==> run_1/ff_map.png <==
(6 px per um) Other sequential cells in the stronger gray, the rest of the logic in the fainter gray.
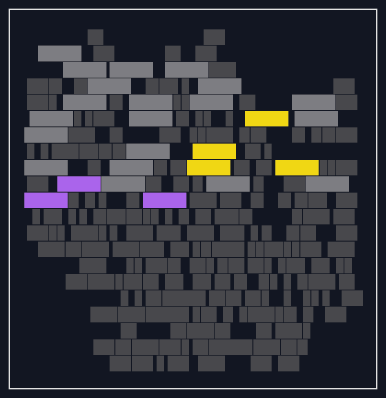
==> run_1/floorplan.png <==
(8 px per um) Pins as bars on the die edge.
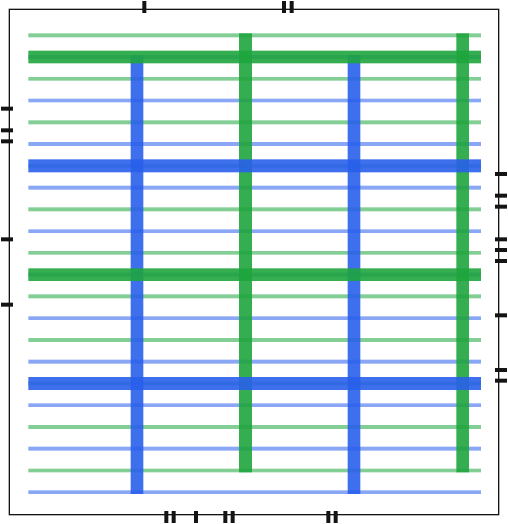
==> run_1/sizing.png <==
(4 px per um)
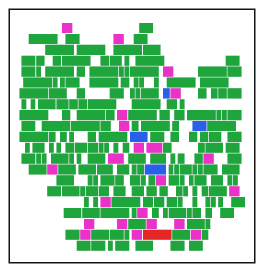
File: config.mk
export PLATFORM = sky130hd
export DESIGN_NAME = alu_mode_unit
export DESIGN_NICKNAME = d
export VERILOG_FILES = /design/src/rtl/alu_pkg.sv /design/src/rtl/btn_debounce.sv /design/src/rtl/alu_mode_unit.sv
export SDC_FILE = /design/constraint.sdc
export NUM_CORES = 1
export LEC_CHECK = 0
export CORE_AREA = 2 2 59 61
export DETAILED_ROUTE_END_ITERATION = 8
export DIE_AREA = 0 0 61 63
export PLACE_DENSITY = 0.89
export REMOVE_ABC_BUFFERS = 1
export SLEW_MARGIN = 20
export SYNTH_ARGS = -nofsm -noshare
export SYNTH_HDL_FRONTEND = slang
export SYNTH_SLANG_ARGS = --single-unit
File: constraint.sdc
create_clock -name clk -period 2.52 [get_ports clk]
set_clock_uncertainty 0.05 [all_clocks]
set_input_delay 0.504 -clock clk [delete_from_list [all_inputs] [get_ports clk]]
set_output_delay 0.504 -clock clk [all_outputs]
set_load 0.05 [all_outputs]
File: src/rtl/alu_pkg.sv
// Shared types and constants for the mode-selectable ALU.
// Op codes, mode limits, flag bundle and the mode-step helper.
package alu_pkg;

  localparam int MODE_W = 3;

  typedef enum logic [MODE_W-1:0] {
    OP_ADD = 3'd0,
    OP_SUB = 3'd1,
    OP_NOT = 3'd2,
    OP_AND = 3'd3,
    OP_OR  = 3'd4,
    OP_XOR = 3'd5,
    OP_SLT = 3'd6,
    OP_EQ  = 3'd7
  } alu_op_e;

  localparam logic [MODE_W-1:0] MODE_MIN = MODE_W'(0);
  localparam logic [MODE_W-1:0] MODE_MAX = MODE_W'(7);

  typedef struct packed {
    logic carry;
    logic zero;
    logic overflow;
  } alu_flags_t;

  // Saturating step; simultaneous presses cancel out.
  function automatic logic [MODE_W-1:0] next_mode(
    input logic [MODE_W-1:0] m,
    input logic              up,
    input logic              dn
  );
    next_mode = m;
    if (up && !dn && (m != MODE_MAX)) begin
      next_mode = m + MODE_W'(1);
    end else if (dn && !up && (m != MODE_MIN)) begin
      next_mode = m - MODE_W'(1);
    end
  endfunction

endpackage

File: src/rtl/btn_debounce.sv
// Raw button conditioning: 2-flop synchroniser, debouncer,
// and a one-cycle registered pulse on each accepted press.
module btn_debounce #(
  parameter int DEBOUNCE_CYCLES = 4
) (
  input  logic clk,
  input  logic rst,
  input  logic btn_raw,
  output logic press
);

  localparam int CW = $clog2(DEBOUNCE_CYCLES + 1);
  localparam logic [CW-1:0] LAST = CW'(DEBOUNCE_CYCLES - 1);

  logic          sync1_q, sync1_d;
  logic          sync2_q, sync2_d;
  logic          db_q, db_d;
  logic          db_prev_q, db_prev_d;
  logic [CW-1:0] cnt_q, cnt_d;
  logic          press_q, press_d;

  // Next state: count mismatches, flip level after a full run.
  always_comb begin
    sync1_d   = btn_raw;
    sync2_d   = sync1_q;
    db_d      = db_q;
    cnt_d     = '0;
    db_prev_d = db_q;
    press_d   = db_q & ~db_prev_q;
    if (sync2_q != db_q) begin
      if (cnt_q == LAST) begin
        db_d  = ~db_q;
        cnt_d = '0;
      end else begin
        cnt_d = cnt_q + CW'(1);
      end
    end
  end

  // State registers, all cleared by reset.
  always_ff @(posedge clk) begin
    if (rst) begin
      sync1_q   <= 1'b0;
      sync2_q   <= 1'b0;
      db_q      <= 1'b0;
      db_prev_q <= 1'b0;
      cnt_q     <= '0;
      press_q   <= 1'b0;
    end else begin
      sync1_q   <= sync1_d;
      sync2_q   <= sync2_d;
      db_q      <= db_d;
      db_prev_q <= db_prev_d;
      cnt_q     <= cnt_d;
      press_q   <= press_d;
    end
  end

  assign press = press_q;

endmodule

File: src/rtl/alu_mode_unit.sv
// Button-stepped mode counter driving a one-stage registered
// ALU with carry/zero/overflow flags and a valid qualifier.
module alu_mode_unit
  import alu_pkg::*;
#(
  parameter int WIDTH           = 4,
  parameter int DEBOUNCE_CYCLES = 4
) (
  input  logic              clk,
  input  logic              rst,
  input  logic              control_up,
  input  logic              control_down,
  input  logic              in_valid,
  input  logic [WIDTH-1:0]  a,
  input  logic [WIDTH-1:0]  b,
  output logic [MODE_W-1:0] control_led,
  output logic [WIDTH-1:0]  result,
  output logic              carry,
  output logic              zero,
  output logic              overflow,
  output logic              out_valid
);

  localparam int MSB = WIDTH - 1;

  logic up_pulse;
  logic dn_pulse;

  btn_debounce #(
    .DEBOUNCE_CYCLES(DEBOUNCE_CYCLES)
  ) u_btn_up (
    .clk    (clk),
    .rst    (rst),
    .btn_raw(control_up),
    .press  (up_pulse)
  );

  btn_debounce #(
    .DEBOUNCE_CYCLES(DEBOUNCE_CYCLES)
  ) u_btn_dn (
    .clk    (clk),
    .rst    (rst),
    .btn_raw(control_down),
    .press  (dn_pulse)
  );

  logic [MODE_W-1:0] mode_q, mode_d;

  // Mode steps once per accepted press, saturating at both ends.
  always_comb begin
    mode_d = next_mode(mode_q, up_pulse, dn_pulse);
  end

  logic [WIDTH:0]   sum_add;
  logic [WIDTH:0]   sum_sub;
  logic [WIDTH-1:0] alu_res;
  alu_flags_t       alu_flg;

  assign sum_add = {1'b0, a} + {1'b0, b};
  assign sum_sub = {1'b0, a} + {1'b0, ~b} + (WIDTH+1)'(1);

  // Combinational ALU selected by the current mode.
  always_comb begin
    alu_res          = '0;
    alu_flg.carry    = 1'b0;
    alu_flg.overflow = 1'b0;
    unique case (alu_op_e'(mode_q))
      OP_ADD: begin
        alu_res          = sum_add[MSB:0];
        alu_flg.carry    = sum_add[WIDTH];
        alu_flg.overflow = (a[MSB] == b[MSB]) &&
                           (sum_add[MSB] != a[MSB]);
      end
      OP_SUB: begin
        alu_res          = sum_sub[MSB:0];
        alu_flg.carry    = sum_sub[WIDTH];
        alu_flg.overflow = (a[MSB] != b[MSB]) &&
                           (sum_sub[MSB] != a[MSB]);
      end
      OP_NOT: alu_res = ~a;
      OP_AND: alu_res = a & b;
      OP_OR:  alu_res = a | b;
      OP_XOR: alu_res = a ^ b;
      OP_SLT: alu_res = {{(WIDTH-1){1'b0}},
                         ($signed(a) < $signed(b))};
      OP_EQ:  alu_res = {{(WIDTH-1){1'b0}}, (a == b)};
      default: alu_res = '0;
    endcase
    alu_flg.zero = (alu_res == '0);
  end

  logic [WIDTH-1:0] result_q, result_d;
  alu_flags_t       flags_q, flags_d;
  logic             valid_q, valid_d;

  // Output stage loads only on valid operands, otherwise holds.
  always_comb begin
    result_d = result_q;
    flags_d  = flags_q;
    valid_d  = in_valid;
    if (in_valid) begin
      result_d = alu_res;
      flags_d  = alu_flg;
    end
  end

  // Mode and output registers.
  always_ff @(posedge clk) begin
    if (rst) begin
      mode_q   <= MODE_MIN;
      result_q <= '0;
      flags_q  <= '0;
      valid_q  <= 1'b0;
    end else begin
      mode_q   <= mode_d;
      result_q <= result_d;
      flags_q  <= flags_d;
      valid_q  <= valid_d;
    end
  end

  assign control_led = mode_q;
  assign result      = result_q;
  assign carry       = flags_q.carry;
  assign zero        = flags_q.zero;
  assign overflow    = flags_q.overflow;
  assign out_valid   = valid_q;

endmodule

==> summary.txt, run 1 <==
Setup violators final = 0
Worst Tran Pin Value = 0.5039 ns
Type of the worst min-delay path = flip-flop to flip-flop
Pre-antenna DRT Iters = 4
Die Size = 0.003843 mm^2
HPWL reported at the end of detailed placement = 2.629 mm
Mux frac, synth = 2.465%
Clock Tree Buf Depth = 2
Vias in the first global route = 1352
Min cycle time layout = 2.333 ns
Reg-to-Reg Start = control_led[2]
Outcome = finished, final reports clean
Routed WL per cell = 11.77 um
H-tree levels = 1
Cell Type Count = 41
CP peak stage delay = 0.47 ns
Worst R2R Setup Slack = 0.39 ns
Top cells by count = dfxtp_1, ha_1, inv_1
CP top delay family = buffers and inverters
Post-synth EDFFs = 0
Floorplan core density = 51.84%
Tool Warnings = 38
PostCTS Resize Cnt = 0
DP Cell Count = 269
Final Hold Slack = 0.3561 ns
Port Buffers = 23
Yosys simple share = 18.52%
Slowest library cell on the worst path = clkdlybuf4s50_1
Biggest area cells = dfxtp_1, ha_1, inv_1
Power Total = 0.0008484 W
Slew Viols, Final = 0
Synth top cell by count = dfxtp_1
Routed wire length = 3.212 mm
Compound Share, Synth = 15.61%
CTS sink cnt = 27
Largest net degree at the start of global routing = 16
# Cells Yosys = 189
Reg2reg path depth = 6
Reg clk slew, reported paths = 0.13 ns
CTS tree = built
Post-CTS Hold Fix Bufs = 0
Post-Synthesis Cells = 189
Adder Area Share = 19.57%
Critical path buffers and inverters = 3
Via/cell ratio = 5.194
Overflow after GRT = 0
Post-CTS Setup Repair Bufs = 0
Final hold vios = 0
Max-cap violation count = 0
Share of post-route cells with drive strength above 1 = 11.89%
Fin crit share = 92.57%
Critical Path Sink = overflow
Top-area cell share = 32.26%
Wire length of the first global-routing pass = 5.589 mm
Final net count = 266
R2r endpoint = zero
Startpoint types = input pin
Asr flop ratio synth = 0%
Root Buffer = clkbuf_4
Placed instance area = 0.002064 mm^2
Yosys top cell by area = dfxtp_1
Crit Path Category = input pin to flip-flop
Leak pwr = 0.8920 nW
I/O pin total = 24
Fin cells = 273
CTS buffer count = 3
Fin area = 0.002092 mm^2
Rel. slew slack = 66.20%
Fmax = 0.4287 GHz
Main logic family = adder cells
Worst EP arrival = 2.52 ns
Antenna Nets Post-Route = 0
Drt initial violations = 88
Post-Syn Area = 0.001675 mm^2
Dominant register cell = dfxtp_1
Hold depth = 1
Worst min-delay path endpoint = u_btn_dn.press
Levels on crit path = 9
Clk_lat worst skew = 0.32 ns
Most numerous logic cell after layout = dfxtp_1
Crit path required time = 2.71 ns
Core box area = 0.003232 mm^2
Placer Congestion = 0.9365
Via count = 1418
Fill cells = 271
CP endpoint kind = flip-flop
Crit-path cells = clkdlybuf4s50_1 > inv_1 > ha_1 > buf_4 > a211oi_1 > nor2_1 > xnor2_1 > o32a_1 > o32ai_1
YS chip area = 0.001675 mm^2
DP Worst Slack = -0.1455 ns
Xor+xnor area frac = 3.659%
# rows = 21
Crit path from = b[1]
Yosys warning count = 0
Hold path startpoint = u_btn_dn.db_prev_q
Antenna cells = 0
Total GRT Usage = 18.72%
Syn avg cell area = 8.864 um^2
Peak VDD IR = 238.1 uV
Post-route DRC = 0
Worst-path fanout max = 3
Post-synthesis sequential area ratio = 32.26%
-- ff_map.png (at the start) --
Key: control_led = purple [sequential cells 3]; result = yellow [sequential cells 4]
sequential power: 0.000447 W
Core Util, Final: 64.73%
Seq area share: 25.84%

-- floorplan.png (at the start) --
Key: VDD = green; VSS = blue
4 straps on met5. 22 met1 rails follow the rows. 24 signal pins sit on the boundary. The core has 21 rows. 4 straps on met4.
Die Ht: 63 um
Die Width: 61 um

-- sizing.png (at the start) --
Key: x1 and smaller = green [cells 200, share 88%]; x3 and x4 = magenta [cells 22, share 9.7%]; x6 and larger = red [cells 1, share 0.44%]; x2 = blue [cells 4, share 1.8%]
Worst Slack Setup Final: 0.1872 ns
Area Growth Syn to Fin: 24.87%
nonclk buf count: 41

## run 1: power by group
part           leakage, nW  total (W)  switching (W)  internal [W]
registers            0.220   0.000447     0.00000653      0.000440
logic                0.654   0.000224       0.000117      0.000107
clock network       0.0177   0.000178       0.000119     0.0000594
## run 1: registers in the layout, indices dropped and copies added, names as in the netlist
register	count
u_btn_up.cnt_q	3
u_btn_dn.sync1_q	1
u_btn_dn.db_prev_q	1
u_btn_dn.sync2_q	1
carry	1
out_valid	1
result	4
zero	1
overflow	1
u_btn_dn.press	1
u_btn_up.press	1
u_btn_dn.db_prev_d	1
u_btn_up.db_prev_q	1
u_btn_up.db_prev_d	1
u_btn_up.sync1_q	1
control_led	3
u_btn_up.sync2_q	1
u_btn_dn.cnt_q	3
## run 1: per-stage QoR
| stage | TNS (ns) | utilization, % |
|---|---|---|
| 3_5_place_dp | -0.5410 | 63.88 |
| 5_1_grt | 0 | 64.73 |
| 6_report | 0 | 64.73 |
| 2_1_floorplan | 0 | - |
| 3_3_place_gp | -0.2625 | 63.88 |
| 4_1_cts | 0 | 64.73 |
## run 1: per-layer routing
metal | vias to the layer above | GRT usage (%) | wire (um)
met4 | 0 | 4.076 | 6
met3 | 2 | 4.762 | 183
met5 | - | 0 | 0
met1 | 659 | 23.88 | 1436
li1 | 717 | - | -
met2 | 40 | 31.18 | 1586
## run 1: final cells by class
| cell class | instances | area, um^2 | share of cell area [%] |
|---|---|---|---|
| Inverter | 23 | 86.33 | 4.127 |
| Clock inverter | 1 | 5.005 | 0.2392 |
| Clock buffer | 3 | 22.52 | 1.077 |
| Multi-Input combinational cell | 132 | 1002 | 47.91 |
| Timing Repair Buffer | 41 | 377.9 | 18.06 |
| Tap cell | 46 | 57.56 | 2.751 |
| Sequential cell | 27 | 540.5 | 25.84 |
==> run_1/placed.png <==
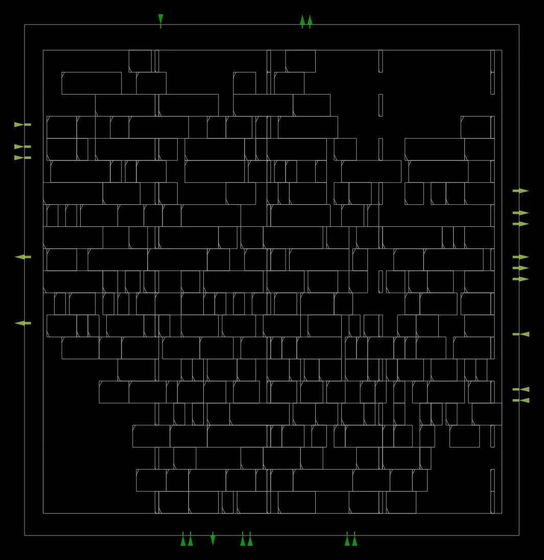

==> run 1 -> run 2 <==
--- a/config.mk
+++ b/config.mk
@@ -5,10 +5,10 @@
 export SDC_FILE = /design/constraint.sdc
 export NUM_CORES = 1
 export LEC_CHECK = 0
-export CORE_AREA = 2 2 59 61
+export CORE_AREA = 2 2 67 69
 export DETAILED_ROUTE_END_ITERATION = 8
-export DIE_AREA = 0 0 61 63
-export PLACE_DENSITY = 0.89
+export DIE_AREA = 0 0 69 71
+export PLACE_DENSITY = 0.74
 export REMOVE_ABC_BUFFERS = 1
 export SLEW_MARGIN = 20
 export SYNTH_ARGS = -nofsm -noshare
==> run_2/placed.png <==
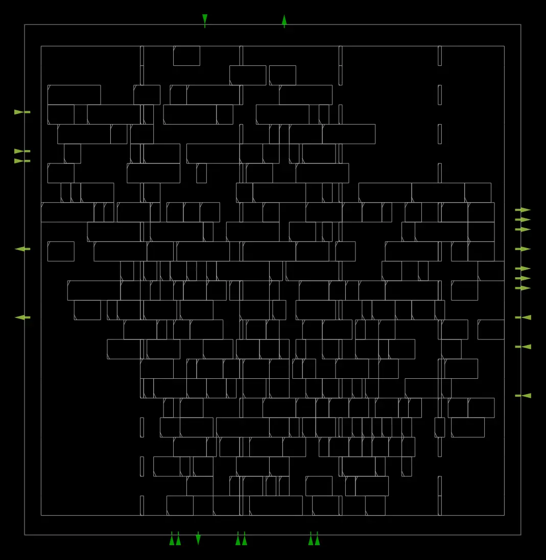
Tap Count: 52
Core Util, Final: 49.88%

==> run_2/sizing.png <==
(4 px per um)
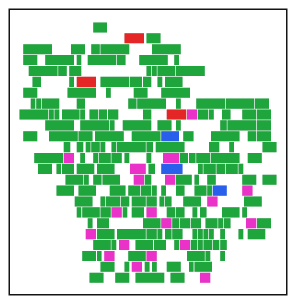
Key: x3 and x4 = magenta [cells 19, share 8.4%]; x1 and smaller = green [cells 201, share 89%]; x2 = blue [cells 3, share 1.3%]; x6 and larger = red [cells 3, share 1.3%]

==> run 2 against run 1 <==
Design area rose by 0.24%. Global-route usage fell by 4.6 points. Final cell count rose by 1.8%. Core utilization fell by 15 points. Register-to-register slack barely moved. Critical path depth fell by 1. Die area rose by 27%. Clock-buffer cell count rose by 1. Critical endpoint is now zero. Largest cell class unchanged. Highest routed layer unchanged.
==> summary.txt, run 2 <==
Outcome = finished, final reports clean
Top sig layer = met4
Met3 routed WL = 139 um (-24%)
Die Width = 69 um (+13%)
Slowest library cell on the worst path = clkdlybuf4s50_1
Crit Path Category = input pin to flip-flop
Antenna Nets Post-Route = 0 (unchanged)
Reg clk slew, reported paths = 0.09 ns (-0.04 ns)
CP peak stage delay = 0.49 ns (+0.02 ns)
Final net count = 265 (-0.38%)
Drt initial violations = 53 (-40%)
Max reg flops = 4 (unchanged)
Setup violators final = 0 (unchanged)
Fin crit share = 96.20% (+3.6 points)
Setup tns final = 0 ns (unchanged)
Routing usage on met3 = 3.419% (-1.3 points)
Post-synthesis sequential area ratio = 32.26% (unchanged)
Cell Type Count = 41 (unchanged)
Rel. slew slack = 66.55% (+0.35 points)
Floorplan core density = 39.85% (-12 points)
Via count = 1378 (-2.8%)
Grt met1 use = 18.41% (-5.5 points)
PostCTS Resize Cnt = 0 (unchanged)
Asr flop ratio synth = 0% (unchanged)
H-tree levels = 1 (unchanged)
Worst EP arrival = 2.54 ns (+0.02 ns)
Clk_lat worst skew = 0.27 ns (-0.05 ns)
Die Size = 0.004899 mm^2 (+27%)
Pre-antenna DRT Iters = 4 (unchanged)
Reg2reg path depth = 6 (unchanged)
Antenna cells = 0 (unchanged)
Hold depth = 1 (unchanged)
Peak VDD IR = 313.6 uV (+32%)
Type of the worst min-delay path = flip-flop to flip-flop
Overflow after GRT = 0 (unchanged)
# Cells Yosys = 189 (unchanged)
Post-route DRC = 0 (unchanged)
Top-area cell share = 32.26% (unchanged)
Top cells by count = dfxtp_1, ha_1, inv_1
Post-Synthesis Cells = 189 (unchanged)
Met2 wire length = 1.581 mm (-0.32%)
Final hold vios = 0 (unchanged)
YS chip area = 0.001675 mm^2 (unchanged)
Largest net degree at the start of global routing = 15 (-1)
Syn avg cell area = 8.864 um^2 (unchanged)
Worst-path fanout max = 3 (unchanged)
CTS buffer count = 3 (unchanged)
Clock Tree Buf Depth = 2 (unchanged)
Met2 Track Usage GR = 23.50% (-7.7 points)
Core box area = 0.004204 mm^2 (+30%)
Die Ht = 71 um (+13%)
Post-Syn Area = 0.001675 mm^2 (unchanged)
Crit-path cells = clkdlybuf4s50_1 > inv_1 > ha_1 > o21bai_1 > a211oi_1 > mux2_1 > and3_4 > a41o_1
Max-cap violation count = 0 (unchanged)
Crit path required time = 2.64 ns (-0.07 ns)
Synth top cell by count = dfxtp_1
Via/cell ratio = 4.957 (-4.6%)
Dominant register cell = dfxtp_1
Biggest area cells = dfxtp_1, ha_1, inv_1
Min cycle time layout = 2.424 ns (+0.09139 ns)
Worst Tran Pin Value = 0.5001 ns (-0.003767 ns)
Leak pwr = 0.8877 nW (-0.49%)
Port Buffers = 23 (unchanged)
CP endpoint kind = flip-flop
Initial antenna violation count = 0
Tool Warnings = 38 (unchanged)
Startpoint types = input pin
Most numerous logic cell after layout = dfxtp_1
Root Buffer = clkbuf_8
Vias in the first global route = 1320 (-2.4%)
CP top delay family = AND-OR/OR-AND gates
==> run_2/route_heat.png <==
(6 px per um) 14 x 14 tiles, from dark purple (low) to yellow (high), scaled to the fullest tile. Values are wire area over tile area, all layers added.
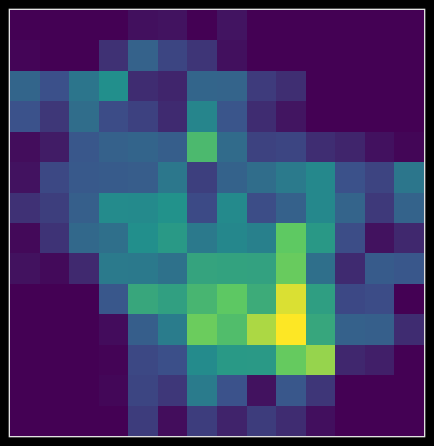
The mean over all tiles is 0.11. 13% of the tiles are over half the peak. 28% of the tiles are nearly empty. The fullest tile reaches 0.46.
Routed WL per cell: 11.88 um
routed wire length: 3.303 mm
Total GRT Usage: 14.08%

-- run 2: cell counts after synthesis --
Identical to the previous run, type by type.
-- run 2: worst paths after layout --
check,startpoint,endpoint,slack [ns]
setup / recovery,b[1],zero,0.1
hold / removal,u_btn_up.db_prev_q,u_btn_up.press,0.34
setup reg to reg,control_led[0],zero,0.38
hold reg to reg,u_btn_up.db_prev_q,u_btn_up.press,0.34
-- run 2: cells by family after synthesis --
| kind of cell | count (synthesis) | share of synthesized area [%] |
|---|---|---|
| xor gates and xnor gates | 7 | 3.660 |
| and+or+nand+nor | 62 | 18.52 |
| buffers and inverters | 30 | 7.916 |
| adders and majority gates | 25 | 19.57 |
| muxes | 4 | 2.465 |
| AOI/OAI and AO/OA | 34 | 15.61 |
| DFF | 27 | 32.26 |
-- run 2: report_power, final --
part / total [W] / internal [W] / switching, W
sequential: 0.000446 / 0.000440 / 0.00000661
clock: 0.000239 / 0.000113 / 0.000125
combinational: 0.000219 / 0.000104 / 0.000115
total: 0.000904 / 0.000657 / 0.000247
-- run 2: stage by stage --
step / hold WS, ns / instances / cell area (um^2) / worst slack, ns / total power [W]
after floorplan: 0.3174 / 182 / 1629 / 0.08456 / 0.0005812
after global placement: 0.3256 / 274 / 2052 / -0.1277 / 0.0006707
after detailed placement: 0.3322 / 274 / 2052 / -0.1710 / 0.0006754
after CTS: 0.3428 / 278 / 2097 / 0.1175 / 0.0009134
after global routing: 0.3579 / 278 / 2097 / 0.008075 / 0.0009502
final: 0.3423 / 278 / 2097 / 0.09581 / 0.0009040
-- run 2: layout make-up --
class                           count  area (um^2)
Clock buffer                        4        45.04
Fill cell                         408         2107
Inverter                           23        86.33
Multi-Input combinational cell    132         1002
Sequential cell                    27        540.5
Tap cell                           52        65.06
Timing Repair Buffer               40        357.8
No activity file was given, so power comes from the tool's default toggle rates.
